--- config.mk ---
export PLATFORM = sky130hd
export DESIGN_NAME = bus_fifo_arbiter
export DESIGN_NICKNAME = d
export VERILOG_FILES = /design/src/rtl/bus_fifo_arbiter.sv
export SDC_FILE = /design/constraint.sdc
export NUM_CORES = 1
export LEC_CHECK = 0
export ABC_AREA = 1
export CELL_PAD_IN_SITES_DETAIL_PLACEMENT = 1
export CELL_PAD_IN_SITES_GLOBAL_PLACEMENT = 1
export CORE_UTILIZATION = 35
export DETAILED_ROUTE_END_ITERATION = 16
export HOLD_SLACK_MARGIN = 0.1
export PLACE_DENSITY_LB_ADDON = 0.05
export SETUP_SLACK_MARGIN = 0.4
export SLEW_MARGIN = 15
export SYNTH_ARGS = -nofsm -noshare
export SYNTH_HDL_FRONTEND = slang
export SYNTH_SLANG_ARGS = --single-unit
--- constraint.sdc ---
create_clock -name CLK -period 3.62 [get_ports CLK]
set_clock_uncertainty 0.2 [all_clocks]
set_input_delay 0.724 -clock CLK [delete_from_list [all_inputs] [get_ports CLK]]
set_output_delay 0.724 -clock CLK [all_outputs]
set_load 0.005 [all_outputs]
--- src/rtl/bus_fifo_arbiter.sv ---
// Purpose : shares one bus_fifo write port between `requesters` producers using
//           round-robin arbitration with burst locking, and counts FIFO stall cycles.
// Latency : 1 cycle from REQ_VALID to GRANT; beats pass combinationally while owned.
// Backpressure: FIFO_FULL freezes the owner's burst (no strobe, no ACK) and bumps STALL_COUNT.
//
// Ports:
//   CLK, RESET    clock; asynchronous active-high reset
//   REQ_VALID/DATA/LAST  per-requester beat valid, flattened data, last-beat marker
//   REQ_ACK       one-hot beat-accept pulse to the owner
//   GRANT         one-hot registered owner, zero when idle
//   FIFO_STROBE/DATA/FULL  bus_fifo write interface
//   STALL_COUNT   saturating count of owner cycles blocked by FIFO_FULL
module bus_fifo_arbiter #(
   parameter int width      = 8,
   parameter int requesters = 4,
   parameter int max_burst  = 4
) (
   input  logic                          CLK,
   input  logic                          RESET,
   input  logic [requesters-1:0]         REQ_VALID,
   input  logic [width*requesters-1:0]   REQ_DATA,
   input  logic [requesters-1:0]         REQ_LAST,
   output logic [requesters-1:0]         REQ_ACK,
   output logic [requesters-1:0]         GRANT,
   output logic                          FIFO_STROBE,
   output logic [width-1:0]              FIFO_DATA,
   input  logic                          FIFO_FULL,
   output logic [15:0]                   STALL_COUNT
);

   localparam int IDX_W = $clog2(requesters);

   typedef enum logic {IDLE, OWN} state_e;

   state_e                  state_q, state_d;
   logic [IDX_W-1:0]        owner_q, owner_d;
   logic [IDX_W-1:0]        last_q, last_d;
   logic [7:0]              burst_q, burst_d;
   logic [15:0]             stall_q, stall_d;
   logic [requesters-1:0]   grant_q, grant_d;

   logic [width-1:0]        slice [requesters];
   logic [IDX_W-1:0]        cand;
   logic [IDX_W-1:0]        pick;
   logic                    pick_vld;
   logic                    own_vld;
   logic                    accept;
   logic [7:0]              burst_inc;

   always_comb begin
      for (int i = 0; i < requesters; i++) begin
         slice[i] = REQ_DATA[i*width +: width];
      end
   end

   // Rotating-priority search: start just above the previous owner and wrap,
   // so the most recent owner is considered last.
   always_comb begin
      pick     = '0;
      pick_vld = 1'b0;
      cand     = '0;
      for (int k = 1; k <= requesters; k++) begin
         cand = IDX_W'((int'(last_q) + k) % requesters);
         if (!pick_vld && REQ_VALID[cand]) begin
            pick     = cand;
            pick_vld = 1'b1;
         end
      end
   end

   assign own_vld   = REQ_VALID[owner_q];
   assign accept    = (state_q == OWN) && own_vld && !FIFO_FULL;
   assign burst_inc = burst_q + 8'd1;

   always_comb begin
      state_d = state_q;
      owner_d = owner_q;
      last_d  = last_q;
      burst_d = burst_q;
      stall_d = stall_q;
      grant_d = grant_q;
      case (state_q)
         IDLE: begin
            if (pick_vld) begin
               state_d       = OWN;
               owner_d       = pick;
               burst_d       = '0;
               grant_d       = '0;
               grant_d[pick] = 1'b1;
            end
         end
         OWN: begin
            if (!own_vld) begin
               // Owner abandoned its request.
               state_d = IDLE;
               grant_d = '0;
               last_d  = owner_q;
               burst_d = '0;
            end else if (FIFO_FULL) begin
               // Burst count frozen; only the debug counter moves.
               if (stall_q != 16'hFFFF) begin
                  stall_d = stall_q + 16'd1;
               end
            end else if (REQ_LAST[owner_q] || (burst_inc == 8'(max_burst))) begin
               state_d = IDLE;
               grant_d = '0;
               last_d  = owner_q;
               burst_d = '0;
            end else begin
               burst_d = burst_inc;
            end
         end
         default: begin
            state_d = IDLE;
            grant_d = '0;
         end
      endcase
   end

   always_ff @(posedge CLK or posedge RESET) begin
      if (RESET) begin
         state_q <= IDLE;
         owner_q <= '0;
         last_q  <= IDX_W'(requesters - 1);
         burst_q <= '0;
         stall_q <= '0;
         grant_q <= '0;
      end else begin
         state_q <= state_d;
         owner_q <= owner_d;
         last_q  <= last_d;
         burst_q <= burst_d;
         stall_q <= stall_d;
         grant_q <= grant_d;
      end
   end

   // grant_q is one-hot on the owner while in OWN, so it doubles as the ACK mask.
   assign REQ_ACK     = accept ? grant_q : '0;
   assign FIFO_STROBE = accept;
   assign FIFO_DATA   = accept ? slice[owner_q] : '0;
   assign GRANT       = grant_q;
   assign STALL_COUNT = stall_q;

endmodule
### Signal wires by layer, run 1

Two of the layers only.
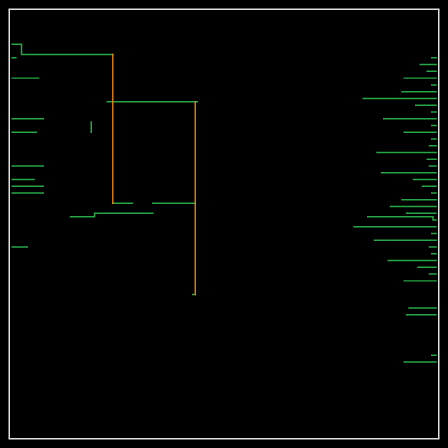
Key: metal 4 = orange [wire length 68.7 um]; metal 3 = green [wire length 316 um]

### Gate families picked out, run 1

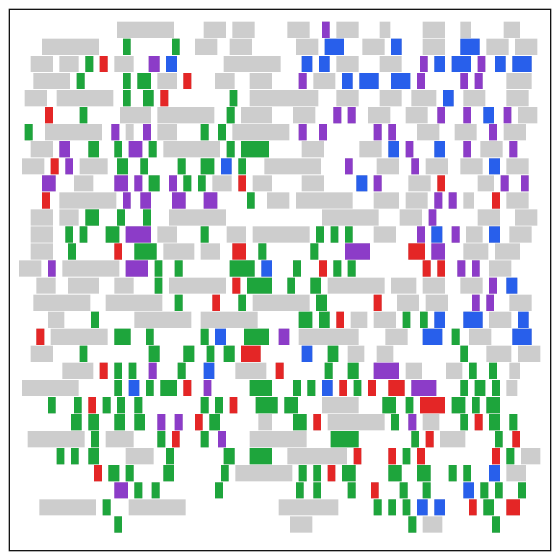
Key: aoi and oai cells = blue [cells 38, most used o21ai_0]; inv cells = red [cells 45, most used inv_1]; nor cells = purple [cells 64, most used nor2_1]; nand cells = green [cells 157, most used nand2_1, where widely spread]

==> qor.yml, run 1 <==
pwr:
  powerDensity_mw_per_mm2: 635
  p_total_w: 0.00227
  leakage_nw: 1.67
floorplan:
  dieArea_mm2: 0.00742
  dieWidth_um: 86.1
  fp-utilization_pct: 36.3
  rows: 30
status:
  outcome: "finished clean"
synth:
  ys_area_mm2: 0.00248
  synth_top_area_share_pct: 31.3
  synthTopCellsByCount: "110 x nand2_1, 49 x nor2_1, 37 x inv_1"
  synth_area_per_cell_um2: 6.75
  ys.flop_type: "dfrtp_1"
  synth_area_mm2: 0.00248
  netlist-cell-type-count: 34
  ys_seq_share_pct: 33.4
  synth_area_leader_cell: "dfrtp_1"
  ys_async_sr_fraction_pct: 100
  edf_count: 0
  numSynthFlops: 33
  synthesis.instances: 367
worst_setup_path:
  cp_max_fo: 5
  cp.arrival_ns: 2.16
  rrSetupSlack_ns: 1.44
  crit_required_ns: 2.70
  r2r-end: "STALL_COUNT[11]"
  start_kind: "input port"
  crit_type: "in -> out"
  r2r-start: "owner_q[0]"
clocking:
  cts_tree: "built"
  clk_latency_ns: 0.29
  cts_num_sinks: 33
  cts_buffers: 5
  cts_max_level: 2
  cts_root_buffer: "clkbuf_8"
  ctsLongestPathBuffers: 2
detailed_routing:
  drt_first_pass_iters: 4
  viasPerCell: 4.85
  drc: 0
sta:
  grt_setup_unrepaired: "false"
  timing.hold.ws_ns: 0.307
  fmax_mhz: 324
  finalSetupViolations: 0
  finalHoldViolCount: 0
  slew_headroom_pct: 66.4
  min_period_ns: 3.08
  tightest_slew_ns: 0.500
min_path:
  whs_endpoint: "GRANT[1]"
  min_delay_path_depth: 2
  hold_path.class: "reg -> reg"
global_routing:
  grt_pass1_wl_um: 13100
  grt_usage_pct: 22.5
  grt_max_degree: 34
  overflow: 0
  grt_pass1_vias: 2708
placement:
  gp_congestion: 0.786
  place_worst_setup_slack_ns: 0.0129
  io_buffers: 75
cells_and_area:
  final_core_util_pct: 52.3
  n_fill_cell: 881
  drive_above_1_share_pct: 17.1
flow_run:
  maxCapViolCount: 0
  warning_count: 27
### Cells by drive strength, run 1

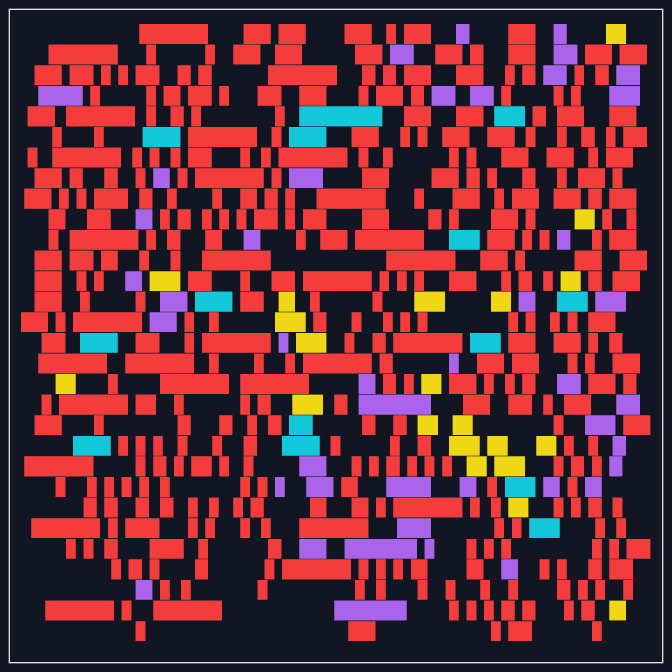
Key: _0 and _1 cells = red [cells 378, share 83%]; _3 and _4 cells = yellow [cells 21, share 4.6%]; _2 cells = purple [cells 43, share 9.4%]; _6 and larger = cyan [cells 14, share 3.1%]
synth-to-layout area growth: 44.2%
Setup WS post-layout: 0.537 ns
Buffers excl. clock: 90

[run 1: sequential cells by signal, indices dropped and copies added (netlist names)]
signal / cells
state_q: 1
GRANT: 4
owner_q: 2
STALL_COUNT: 16
burst_q: 8
last_q: 2
[run 1: per-layer routing]
layer	up-vias	global-route usage (%)	wire (um)
met5	-	0	0
met4	0	4.55	68
met3	5	3.56	316
met2	56	40.0	3800
met1	1280	28.7	3650
li1	1335	-	-
[run 1: final cells by class]
| cell class | count | area, um2 | area share, % |
|---|---|---|---|
| Sequential cell | 33 | 830 | 23.2 |
| Inverter | 44 | 186 | 5.22 |
| Tap cell | 96 | 120 | 3.36 |
| Clock inverter | 1 | 30.0 | 0.841 |
| Timing Repair inverter | 1 | 7.51 | 0.210 |
| Clock buffer | 7 | 86.3 | 2.42 |
| Timing Repair Buffer | 90 | 857 | 24.0 |
| Multi-Input combinational cell | 280 | 1460 | 40.7 |
[run 1: worst max path at each step]
| stage | from | endpoint | slack [ns] | cells after the start |
|---|---|---|---|---|
| after floorplan | REQ_VALID[1] | FIFO_DATA[1] | 1.11 | 9 |
| after global placement | REQ_VALID[2] | FIFO_DATA[1] | 0.13 | 10 |
| after detailed placement | REQ_VALID[1] | FIFO_DATA[3] | 0.01 | 10 |
| after CTS | owner_q[0] | FIFO_DATA[4] | 0.41 | 11 |
| after global routing | owner_q[0] | REQ_ACK[2] | 0.39 | 11 |
| final | REQ_VALID[2] | REQ_ACK[2] | 0.54 | 11 |
[run 1: critical path, stage by stage]
cell and delay, ns:
dlygate4sd2_1 0.23, nand2_1 0.06, nand3_1 0.07, nand2_2 0.08
nor2_4 0.12, inv_2 0.06, nor2_4 0.16, clkinvlp_4 0.18
buf_4 0.16, nor2_2 0.10, clkdlybuf4s15_1 0.20
[run 1: where the power goes]
part / internal, W / switching (W) / leakage (nW)
clock: 0.000224 / 0.000138 / 0.0585
sequential: 0.000452 / 0.000113 / 0.431
combinational: 0.000540 / 0.000802 / 1.18
[run 1: through the flow]
| stage | cells | cell area [um2] |
|---|---|---|
| after floorplan | 367 | 2480 |
| after global placement | 534 | 3330 |
| after detailed placement | 534 | 3330 |
| after global routing | 552 | 3570 |
| final | 552 | 3570 |
| after CTS | 552 | 3570 |
[run 1: cell families (layout without fill, tap and decap cells)]
kind of cell	Yosys count	after routing	synth area share, %
AND-OR/OR-AND	38	38	7.83
XOR/XNOR	17	17	6.62
AND/OR/NAND/NOR	222	222	41.0
buffers and inverters	54	143	9.65
adder cells (fa/ha/maj)	3	3	1.52
flip-flops	33	33	33.4
[run 1: cells in the final DEF, fill, tap and decap left out, types with 5 or more instances in the layout]
cell and instances:
dfrtp_1 30, xor2_1 11, nand4_1 7, nand3_1 24, nor2_2 5, nor2_1 48, clkbuf_8 6, nand2_1 109
nand2_2 6, o21ai_0 21, buf_6 5, a21oi_2 8, o21ai_1 5, clkdlybuf4s15_1 5, buf_4 10, clkdlybuf4s50_1 59
inv_1 35
[run 1: repair_timing]
item | in CTS | in global routing
cloned | 1 | 0
pin swaps | 4 | 1
gates resized | 52 | 12
setup buffers | 9 | 0
hold buffers | 0 | 0
setup endpoints to repair | 12 | 13
==> run 2: changes to the inputs <==
--- a/config.mk
+++ b/config.mk
@@ -8,7 +8,7 @@
 export ABC_AREA = 1
 export CELL_PAD_IN_SITES_DETAIL_PLACEMENT = 1
 export CELL_PAD_IN_SITES_GLOBAL_PLACEMENT = 1
-export CORE_UTILIZATION = 35
+export CORE_UTILIZATION = 33
 export DETAILED_ROUTE_END_ITERATION = 16
 export HOLD_SLACK_MARGIN = 0.1
 export PLACE_DENSITY_LB_ADDON = 0.05
==> constraint.sdc (replaced) <==
create_clock -name CLK -period 3.4 [get_ports CLK]
set_clock_uncertainty 0.2 [all_clocks]
set_input_delay 0.68 -clock CLK [delete_from_list [all_inputs] [get_ports CLK]]
set_output_delay 0.68 -clock CLK [all_outputs]
set_load 0.005 [all_outputs]
==> run 2 against run 1 <==
Synthesized cell count unchanged. Critical endpoint is now FIFO_DATA[0]. Critical path depth did not move. First-iteration DRC count down 28%.
==> qor.yml, run 2 <==
global_routing:
  grt_pass1_wl_um: 12400
  grt_max_degree: 22
  overflow: 0
  grt_pass1_vias: 2627
  antenna_found_initial: 0
clocking:
  cts_root_buffer: "clkbuf_8"
  cts_tree: "built"
  clk_pin_slew_ns: 0.07
  clk_latency_ns: 0.29
  cts_num_sinks: 33
  ctsLongestPathBuffers: 2
  hold_buffers: 0
  cts_max_level: 2
  cts_buffers: 5
worst_setup_path:
  crit_type: "in -> out"
  start_kind: "input port"
  worstSetupStartpoint: "REQ_VALID[3]"
  r2r-start: "STALL_COUNT[0]"
  r2r-end: "STALL_COUNT[8]"
  cp_max_fo: 11
  crit_required_ns: 2.52
  cp.arrival_ns: 1.97
  reg2reg_depth: 10
  rrSetupSlack_ns: 1.29
floorplan:
  fp-utilization_pct: 34.2
  dieArea_mm2: 0.00786
  dieWidth_um: 88.6
  ios: 76
  core_mm2: 0.00725
  rows: 31
synth:
  synth_area_mm2: 0.00248
  synth_area_leader_cell: "dfrtp_1"
  syn-num-nets: 413
  numSynthFlops: 33
  yosys_warnings: 0
  ys_seq_share_pct: 33.4
  edf_count: 0
  synth_top_area_share_pct: 31.3
  ys.flop_type: "dfrtp_1"
  synthTopCellsByCount: "110 x nand2_1, 49 x nor2_1, 37 x inv_1"
  ys_async_sr_fraction_pct: 100
  synthesis.instances: 367
  synth_area_per_cell_um2: 6.75
  netlist-cell-type-count: 34
  ys_area_mm2: 0.00248
detailed_routing:
  viasPerCell: 4.76
  wl_per_cell_um: 13.8
  drc: 0
  ant_nets: 0
  drt_first_pass_iters: 4
min_path:
  whs_endpoint: "GRANT[3]"
  hold_path.class: "reg -> reg"
  hp-start: "GRANT[3]"
  min_delay_path_depth: 2
sta:
  timing.final.max_slew_violations: 0
  finalSetupViolations: 0
  tightest_slew_ns: 0.536
  fmax_mhz: 351
  min_period_ns: 2.85
  finalHoldViolCount: 0
  slew_headroom_pct: 64.2
  grt_setup_unrepaired: "false"
  timing.hold.ws_ns: 0.312
placement:
  io_buffers: 75
  dp_hpwl_um: 6000
  place_worst_setup_slack_ns: -0.0957
  gp_congestion: 0.789
flow_run:
  warning_count: 27
  maxCapViolCount: 0
pwr:
  p_total_w: 0.00223
  powerDensity_mw_per_mm2: 642
  leakage_nw: 1.68
  peakVddDrop_mv: 0.277
status:
  outcome: "finished clean"
cells_and_area:
  drive_above_1_share_pct: 15.4
  n_fill_cell: 980
  antenna-diode-count: 0
  largest_reg_flops: 16
  final_common_cell: "nand2_1"
  final_core_util_pct: 47.8
  fin_nets: 499
  lay_top_cells: "109 x nand2_1, 58 x clkdlybuf4s50_1, 48 x nor2_1, 35 x inv_1, 30 x dfrtp_1"
## run 2: cell types whose count changed in the layout (fill, tap and decap cells not counted), moves of 5 or more
cell	before	now
a21oi_1	3	10
a21oi_2	8	1
buf_2	2	7
buf_6	5	0
clkdlybuf4s15_1	5	0
dlygate4sd2_1	3	8
## run 2: where the power goes
part / internal [W] / switching, W
Combinational: 0.000531 / 0.000797
Clock: 0.000142 / 0.000149
Sequential: 0.000481 / 0.000126
## run 2: layer usage
layer  vias to the layer above  GRT usage (%)  wire length [um]
met3                         7           3.17               340
met1                      1243           26.4              3620
li1                       1331              -                 -
met5                         -              0                 0
met2                        52           35.7              3630
met4                         0           4.40                68
## run 2: worst max-delay path by stage
stage / slack (ns) / end
final: 0.55 / FIFO_DATA[0]
after global routing: 0.45 / FIFO_DATA[0]
after CTS: 0.46 / FIFO_STROBE
after detailed placement: -0.1 / FIFO_DATA[0]
after global placement: 0.02 / FIFO_DATA[2]
after floorplan: 0.98 / FIFO_DATA[1]
## run 2: critical path, stage by stage
cell,delay (ns)
dlygate4sd2_1,0.22
nand2_1,0.07
nand3_2,0.07
nand2_2,0.08
nor2_4,0.12
inv_2,0.06
nor2_4,0.11
inv_4,0.05
buf_8,0.14
a21oi_1,0.12
dlygate4sd2_1,0.25
## run 2: layout make-up
class	instances	area, um2	share of cell area (%)
clock inverter	2	10.0	0.288
inverter	44	178	5.12
tap	99	124	3.57
multi-input combinational	280	1430	41.3
clock buffer	6	72.6	2.09
sequential	33	830	23.9
timing repair buffer	89	822	23.7
## run 2: kinds of logic after synthesis
group | synth area share [%]
AOI/OAI and AO/OA | 7.83
xor gates and xnor gates | 6.62
adders and majority gates | 1.52
buffers and inverters | 9.65
DFF | 33.4
and+or+nand+nor | 41.0
## run 2: timing repair
item | CTS | global route
pin swaps | 5 | 1
setup endpoints to repair | 13 | 3
endpoints found under the hold margin | 0 | 0
gates cloned | 0 | 0
buffers inserted | 3 | 0
gates resized | 50 | 2
## run 2: through the flow
step / setup TNS (ns) / cells / cell area, um2
global placement: 0 / 542 / 3370
CTS: 0 / 553 / 3470
global route: 0 / 553 / 3470
finish: 0 / 553 / 3470
floorplan: 0 / 367 / 2480
detailed placement: -0.849 / 542 / 3370
### Cells by drive strength, run 2

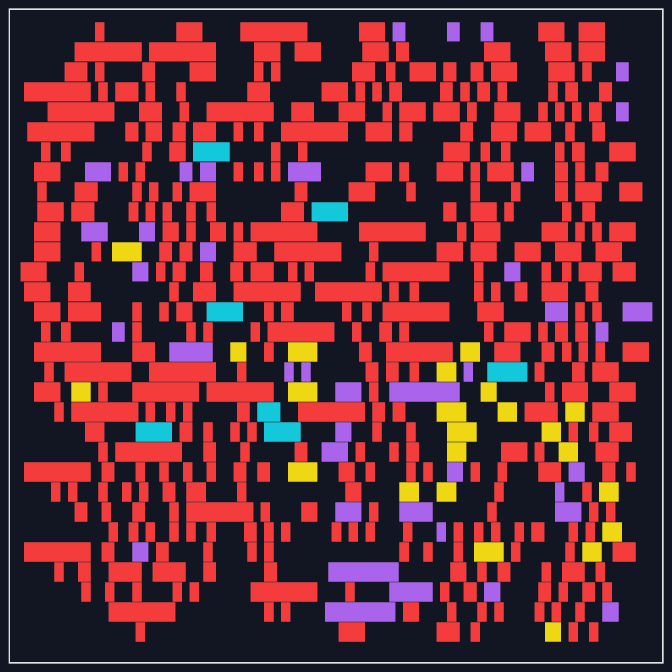
Key: _3 and _4 cells = yellow [cells 23, share 5.1%]; _2 cells = purple [cells 40, share 8.8%]; _0 and _1 cells = red [cells 384, share 85%]; _6 and larger = cyan [cells 7, share 1.5%]
finished layout cell area: 0.00347 mm2
Setup WS post-layout: 0.551 ns
Buffers excl. clock: 89
synth-to-layout area growth: 40.1%

### Signal wires by layer, run 2

Two of the layers only.
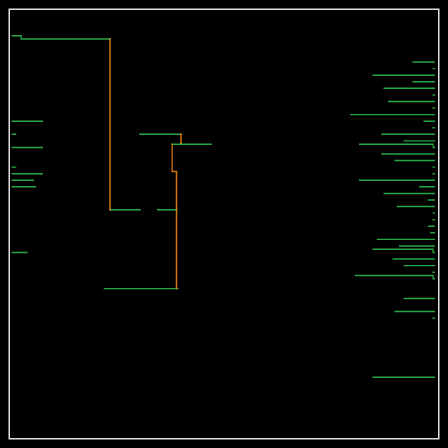
Key: metal 3 = green [wire length 340 um]; metal 4 = orange [wire length 68.1 um]
via count: 2633
All-Layer GR Usage: 20.3%
Routed WL: 7660 um

Power and IR drop assume default switching activity.
